===== src/rtl/load_store_unit.sv =====
// Load/store unit: one request/acknowledge bus transaction per load or store, with a core stall and a timeout.
// Optional build macro MISALIGN_TRAP_EN: trap misaligned H/W accesses instead of silently masking the address.
module load_store_unit #(
    parameter int unsigned TIMEOUT_CYCLES = 255,
    parameter logic [31:0] RESET_ADDR     = 32'h0000_0000
) (
    input  logic        clk,
    input  logic        reset,
    input  logic        MemRead,
    input  logic        MemWrite,
    input  logic [2:0]  Funct3,
    input  logic [31:0] ALUResult,
    input  logic [31:0] StoreData,
    output logic [31:0] ReadData,
    output logic        Stall,
    output logic        BusReq,
    output logic        BusWe,
    output logic [31:0] BusAddr,
    output logic [31:0] BusWData,
    output logic [3:0]  BusByteEn,
    input  logic [31:0] BusRData,
    input  logic        BusAck,
    output logic        BusErr,
    output logic        Misaligned
);

    // state | meaning
    // IDLE  | no access in flight; a load/store request is latched onto the bus registers
    // REQ   | BusReq held, waiting for BusAck or the timeout
    // DONE  | result valid for write-back, stall released
    typedef enum logic [1:0] {IDLE, REQ, DONE} stateT;
    typedef enum logic [1:0] {SZ_BYTE, SZ_HALF, SZ_WORD} sizeT;

    localparam logic [15:0] TIMEOUT_LAST = 16'(TIMEOUT_CYCLES - 1);

    stateT       state;
    logic [15:0] timeoutCnt;
    logic [2:0]  accFunct3;
    logic [1:0]  accOff;
    logic        accLoad;
    logic [1:0]  off;
    sizeT        reqSize;
    logic        trapHit;

    function automatic sizeT accessSize(input logic [2:0] f3);
        case (f3)
            3'b000, 3'b100: accessSize = SZ_BYTE;
            3'b001, 3'b101: accessSize = SZ_HALF;
            default:        accessSize = SZ_WORD;
        endcase
    endfunction

    function automatic logic [3:0] laneEnable(input sizeT sz, input logic [1:0] o);
        case (sz)
            SZ_BYTE: laneEnable = 4'b0001 << o;
            SZ_HALF: laneEnable = 4'b0011 << {o[1], 1'b0};
            default: laneEnable = 4'b1111;
        endcase
    endfunction

    function automatic logic [31:0] laneData(input sizeT sz, input logic [31:0] d);
        case (sz)
            SZ_BYTE: laneData = {4{d[7:0]}};
            SZ_HALF: laneData = {2{d[15:0]}};
            default: laneData = d;
        endcase
    endfunction

    // Funct3[2] marks the unsigned load variants
    function automatic logic [31:0] formatLoad(input logic [2:0] f3, input logic [1:0] o,
                                               input logic [31:0] rdata);
        logic [7:0]  lane8;
        logic [15:0] lane16;
        logic        signExt;
        lane8   = rdata[{o, 3'b000} +: 8];
        lane16  = rdata[{o[1], 4'b0000} +: 16];
        signExt = ~f3[2];
        case (accessSize(f3))
            SZ_BYTE: formatLoad = {{24{signExt & lane8[7]}}, lane8};
            SZ_HALF: formatLoad = {{16{signExt & lane16[15]}}, lane16};
            default: formatLoad = rdata;
        endcase
    endfunction

    assign off     = ALUResult[1:0];
    assign reqSize = accessSize(Funct3);

`ifdef MISALIGN_TRAP_EN
    assign trapHit = (reqSize == SZ_HALF && off[0]) || (reqSize == SZ_WORD && off != 2'b00);
`else
    assign trapHit    = 1'b0;
    assign Misaligned = 1'b0;
`endif

    always_comb begin
        Stall = 1'b0;
        if (!reset) begin
            case (state)
                IDLE:    Stall = MemRead | MemWrite;
                REQ:     Stall = 1'b1;
                default: Stall = 1'b0;
            endcase
        end
    end

    always_ff @(posedge clk) begin
        if (reset) begin
            state      <= IDLE;
            ReadData   <= 32'h0;
            BusReq     <= 1'b0;
            BusWe      <= 1'b0;
            BusAddr    <= RESET_ADDR;
            BusWData   <= 32'h0;
            BusByteEn  <= 4'h0;
            BusErr     <= 1'b0;
            timeoutCnt <= 16'h0;
            accFunct3  <= 3'b000;
            accOff     <= 2'b00;
            accLoad    <= 1'b0;
`ifdef MISALIGN_TRAP_EN
            Misaligned <= 1'b0;
`endif
        end else begin
            case (state)
                IDLE: begin
                    if (MemRead | MemWrite) begin
                        accFunct3 <= Funct3;
                        accOff    <= off;
                        accLoad   <= ~MemWrite;
                        if (trapHit) begin
                            ReadData <= 32'h0;
                            state    <= DONE;
`ifdef MISALIGN_TRAP_EN
                            Misaligned <= 1'b1;
`endif
                        end else begin
                            BusAddr   <= {ALUResult[31:2], 2'b00};
                            BusByteEn <= laneEnable(reqSize, off);
                            BusWData  <= laneData(reqSize, StoreData);
                            BusWe     <= MemWrite;
                            BusReq    <= 1'b1;
                            state     <= REQ;
                        end
                    end
                end
                REQ: begin
                    // an ack in the final timeout cycle still completes the access
                    if (BusAck) begin
                        if (accLoad) ReadData <= formatLoad(accFunct3, accOff, BusRData);
                        BusReq <= 1'b0;
                        state  <= DONE;
                    end else if (timeoutCnt == TIMEOUT_LAST) begin
                        BusErr   <= 1'b1;
                        ReadData <= 32'h0;
                        BusReq   <= 1'b0;
                        state    <= DONE;
                    end else begin
                        timeoutCnt <= timeoutCnt + 16'd1;
                    end
                end
                DONE: begin
                    timeoutCnt <= 16'h0;
                    BusByteEn  <= 4'h0;
                    BusWe      <= 1'b0;
                    state      <= IDLE;
`ifdef MISALIGN_TRAP_EN
                    Misaligned <= 1'b0;
`endif
                end
                default: state <= IDLE;
            endcase
        end
    end

endmodule


===== config.mk =====
export PLATFORM = sky130hd
export DESIGN_NAME = load_store_unit
export DESIGN_NICKNAME = d
export VERILOG_FILES = /design/src/rtl/load_store_unit.sv
export SDC_FILE = /design/constraint.sdc
export NUM_CORES = 1
export LEC_CHECK = 0
export CAP_MARGIN = 30
export CELL_PAD_IN_SITES_DETAIL_PLACEMENT = 1
export CELL_PAD_IN_SITES_GLOBAL_PLACEMENT = 1
export CORE_AREA = 2 2 135 137
export CTS_CLUSTER_DIAMETER = 100
export DETAILED_ROUTE_END_ITERATION = 7
export DIE_AREA = 0 0 137 139
export PLACE_DENSITY_LB_ADDON = 0.1
export SLEW_MARGIN = 20
export SYNTH_ARGS = -nofsm -noshare
export SYNTH_HDL_FRONTEND = slang
export SYNTH_SLANG_ARGS = --single-unit

===== constraint.sdc =====
create_clock -name clk -period 2.7 [get_ports clk]
set_clock_uncertainty 0.05 [all_clocks]
set_input_delay 0.675 -clock clk [delete_from_list [all_inputs] [get_ports clk]]
set_output_delay 0.675 -clock clk [all_outputs]
set_load 0.03 [all_outputs]

ff_map.png
Scale bar: 50 microns. Other sequential cells in the stronger grey, the rest of the logic in the fainter grey.
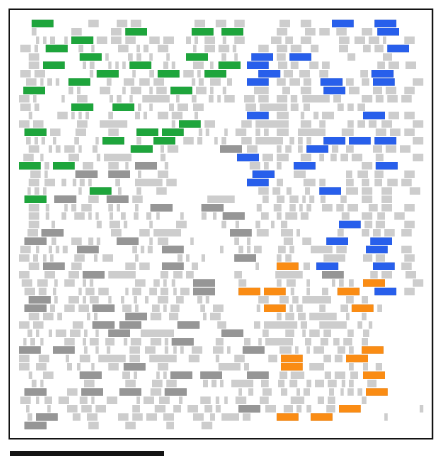
`timeoutCnt`: drawn in orange, placed flops 16, where south-east. `BusAddr`: drawn in green, placed flops 30. `ReadData`: drawn in blue, placed flops 32.

class_map.png
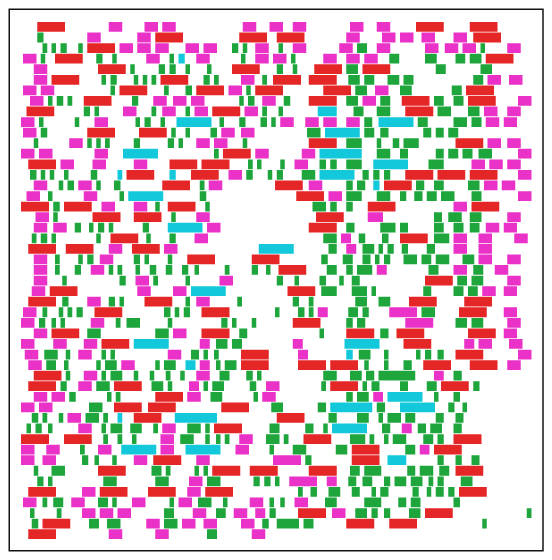
remaining buffers and delay cells: drawn in magenta, cells 224, share of their area 28%. clock drivers and dummy loads: drawn in cyan, cells 29, share of their area 7.1%. registers: drawn in red, cells 125, share of their area 31%. remaining logic cells: drawn in green, cells 472, share of their area 34%.

congestion_map.png
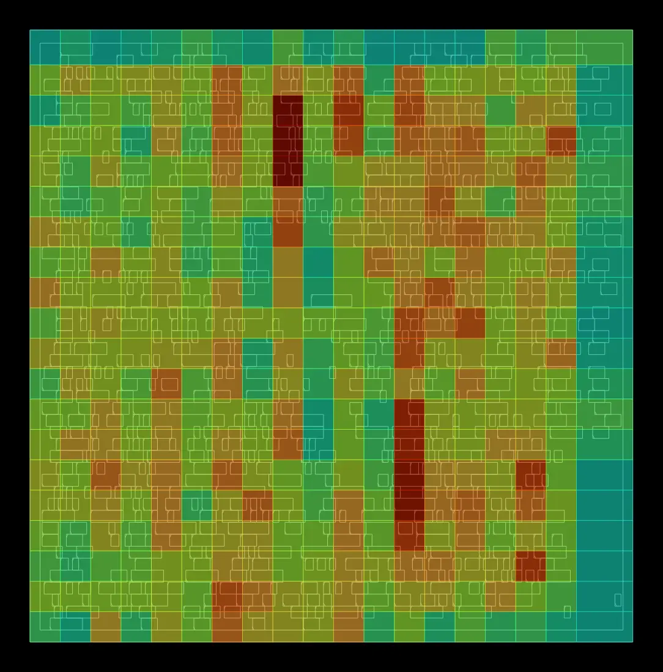
met3 usage: 7.675%
most crowded layer after global routing: met2

route_heat.png
Scale bar: 50 microns. 27 x 28 tiles, from dark blue (low) to red (high), scaled to the fullest tile. Values are wire area over tile area, all layers added.
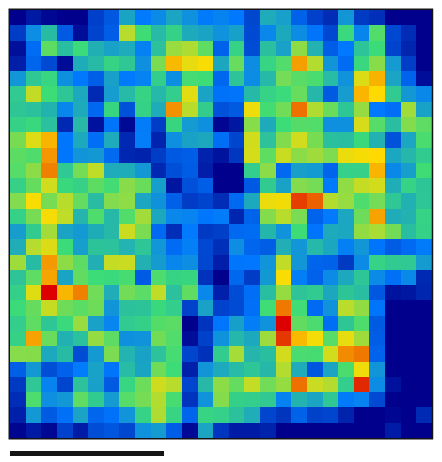
The densest ninth of the die: west. The mean over all tiles is 0.17. The fullest tile reaches 0.45. 28% of the tiles are over half the peak.

layers.png
Scale bar: 50 microns.
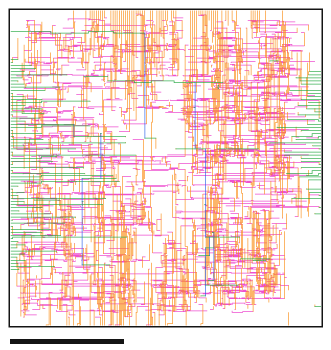
M2: drawn in orange, wire length 9,740 microns. M4: drawn in blue, wire length 228 microns. M3: drawn in green, wire length 1,650 microns. M1: drawn in magenta, wire length 8,040 microns.

==> results_slide.txt <==
Key Metrics from the Run

Outcome
  • Outcome: finished, final reports clean

Synthesis
  • Number of cells in Yosys stat: 651
  • Mean Syn Cell Area: approximately 8.4 sq um
  • Dominant flop cell: dfxtp_1
  • Synthesized cell area: 0.005493 sq mm
  • Chip Area, Yosys: ~0.0055 sq mm
  • Ys Warns: 0
  • Yosys reg bits: approximately 130
  • Post-synth ARST share: 0%
  • Distinct lib cells: 54
  • Post-synth EDFFs: 0
  • Seq share, synth: between 40% and 50%
  • Syn Inst Count: ~650

Pwr
  • Flop pwr share: about 37%
  • Clock share of power: between 40% and 50%
  • Internal power: just under 4 mW
  • Leakage: approximately 3.1 nW
  • Switching Fraction: 28.34%
  • Design Power: about 5.5 mW
  • Peak supply drop: about 0.46 mV
  • Sw power: approximately 1.6 mW
  • Power Dens Cells: roughly 660 mW/mm^2
  • Comb power frac: between 20 and 25%

Final timing
  • RSZ-0062 raised after global routing: false
  • Final Cycle Share: 89.87%
  • Setup WS post-layout: roughly 270 ps
  • Final setup viols: 0
  • Worst Tran Pin Value: 750.1 ps
  • Hold slack: a little over 400 ps
  • Setup TNS: 0 ps
  • Final Max Slew Viols: 0
  • Max Clock Freq: roughly 0.41 GHz
  • Hold Violations, Final: 0
  • Relative slew slack: between 40% and 50%
  • Fin crit period: approximately 2400 ps

Finish
  • N_diodes: 0
  • Layout cells sized above 1: around 8.5%
  • Fill cells: ~2,000
  • Regs by FF count: BusWData (32), ReadData (32), BusAddr (30)
  • Synthesis-to-finish area growth: 52.89%
  • Post-layout util: 47.56%
  • Non-Filler Instances: 1,079
  • Most frequent logic cell in the layout: clkdlybuf4s50_1
  • Final instance area: between 0.008 and 0.009 sq mm
  • Layout Nets: between 900 and 1,000
  • Most common logic cells in the final layout: 203 x clkdlybuf4s50_1, 135 x nand2_1, 125 x dfxtp_1, 70 x a21oi_1, 31 x nor2_1

Worst setup path
  • Critical path capture point type: primary output
  • R2r endpoint: timeoutCnt[4]
  • Critical Path End: Stall
  • Critical path startpoint: MemRead
  • RR Startpoint: timeoutCnt[1]
  • FF-to-FF path depth: 5
  • CP Max Fanout: 5
  • Worst path arrival time: between 1500 and 2000 ps
  • CP Class: primary input to primary output
  • Internal reg-to-reg setup slack: about 420 ps
  • WP data required: between 1500 and 2000 ps
  • Critical Path Start Type: primary input

Worst hold path
  • Hold depth: 2
  • Worst hold path type: flip-flop to flip-flop
  • Worst min-delay path startpoint: BusByteEn[1]
  • Hold-critical path endpoint: BusByteEn[1]

Route
  • Routed met3 length: approximately 1600 microns
  • Via count: between 5,000 and 6,000
  • Routed length on met2: 9735 microns
  • Metal-1 WL: around 8000 microns
  • Drt drc: 0
  • Drt total wl: 19,650 microns
  • Max Used Layer: met4
  • First drt pass iteration count: 5
  • Drt initial violations: around 340
  • DR vias/cell: approximately 5.2
  • DR WL/cell: 18.21 microns
  • Routed Antenna Nets: 0

Global route
  • Gr ovfl total: 0
  • Vias in the first global route: just under 6,000
  • First-pass GRT wire length: 31,080 microns
  • Total GRT Usage: slightly above 20%
  • GRT met2 Usage: between 30% and 40%
  • Met1 usage: about a quarter
  • Initial antenna violation count: 1
  • Largest net degree at the start of global routing: around 88

CTS
  • Hold-fix buffers, CTS: 0
  • CTS Buf Count: 17
  • Late-Pin Clk Latency: between 400 and 500 ps
  • CTS tree: yes
  • CTS-repair resized insts: 0
  • H-tree depth: 4
  • Clock Tree Root: clkbuf_16
  • Post-CTS Setup Inserts: 0
  • Clock transition at the registers of the reported paths: 50 ps
  • Clock sink count: between 100 and 150
  • CTS max path bufs: 2

Job
  • OpenROAD warnings: 27
  • Max-Cap Viols: 0

Placement
  • Placed cell area: 0.007820 sq mm
  • Port buffer count: ~200
  • Placed insts: 1,050
  • Setup slack at placement: -83.47 ps
  • Placer Congestion: roughly 0.78
  • Hpwl dp: about 14,000 microns

Floorplan
  • Die width: 137 microns
  • Core Density at Floorplan: slightly above 30%
  • Die H: ~140 microns
  • Die area: 0.01904 sq mm
  • Top-level I/O count: about 210
  • Core footprint: roughly 0.018 sq mm
  • Row count: 49
==> area by class of cell <==
class / count / area, sq um / share of cell area, %
tap: 229 / 286.5 / 3.412
timing repair buffer: 224 / 2243 / 26.71
clock buffer: 21 / 460.4 / 5.483
multi-input combinational: 463 / 2754 / 32.79
clock inverter: 8 / 117.6 / 1.400
inverter: 9 / 33.78 / 0.4023
sequential: 125 / 2502 / 29.80
==> power by group through the flow <==
stage               clock [mW]  combinational (mW)  sequential, mW
floorplan                    0               0.472            2.28
global placement             0                1.20            2.08
detailed placement           0                1.23            2.08
CTS                       2.33                1.24            2.05
global route              2.41                1.32            2.06
finish                    2.27                1.23            2.05
==> synthesized netlist by cell type (8+ instances only) <==
| library cell | count | area, sq um |
|---|---|---|
| o21ai_0 | 22 | 110.1 |
| a211oi_1 | 16 | 120.1 |
| inv_1 | 8 | 30.03 |
| a22oi_1 | 18 | 135.1 |
| nor2_1 | 31 | 116.4 |
| mux2i_1 | 24 | 240.2 |
| a21oi_1 | 70 | 350.3 |
| a311oi_1 | 9 | 78.83 |
| a21o_1 | 8 | 60.06 |
| mux2_2 | 11 | 123.9 |
| nand2b_1 | 11 | 68.82 |
| o2bb2ai_1 | 16 | 140.1 |
| nand2_1 | 135 | 506.7 |
| clkbuf_1 | 42 | 157.7 |
| dfxtp_1 | 125 | 2502 |
| a32o_1 | 8 | 80.08 |
==> logic make-up after synthesis <==
group	share of synthesized area [%]
DFF	45.56
buffers and inverters	4.943
muxes	6.629
AOI/OAI and AO/OA	23.87
adders and majority gates	0.4555
other	0.06827
and+or+nand+nor	18.31
xor gates and xnor gates	0.1595
==> critical path, stage by stage <==
cell and delay, ps:
clkdlybuf4s50_1 610, nor3_1 70, nor3_1 150, buf_4 190
Power and IR drop assume default switching activity.
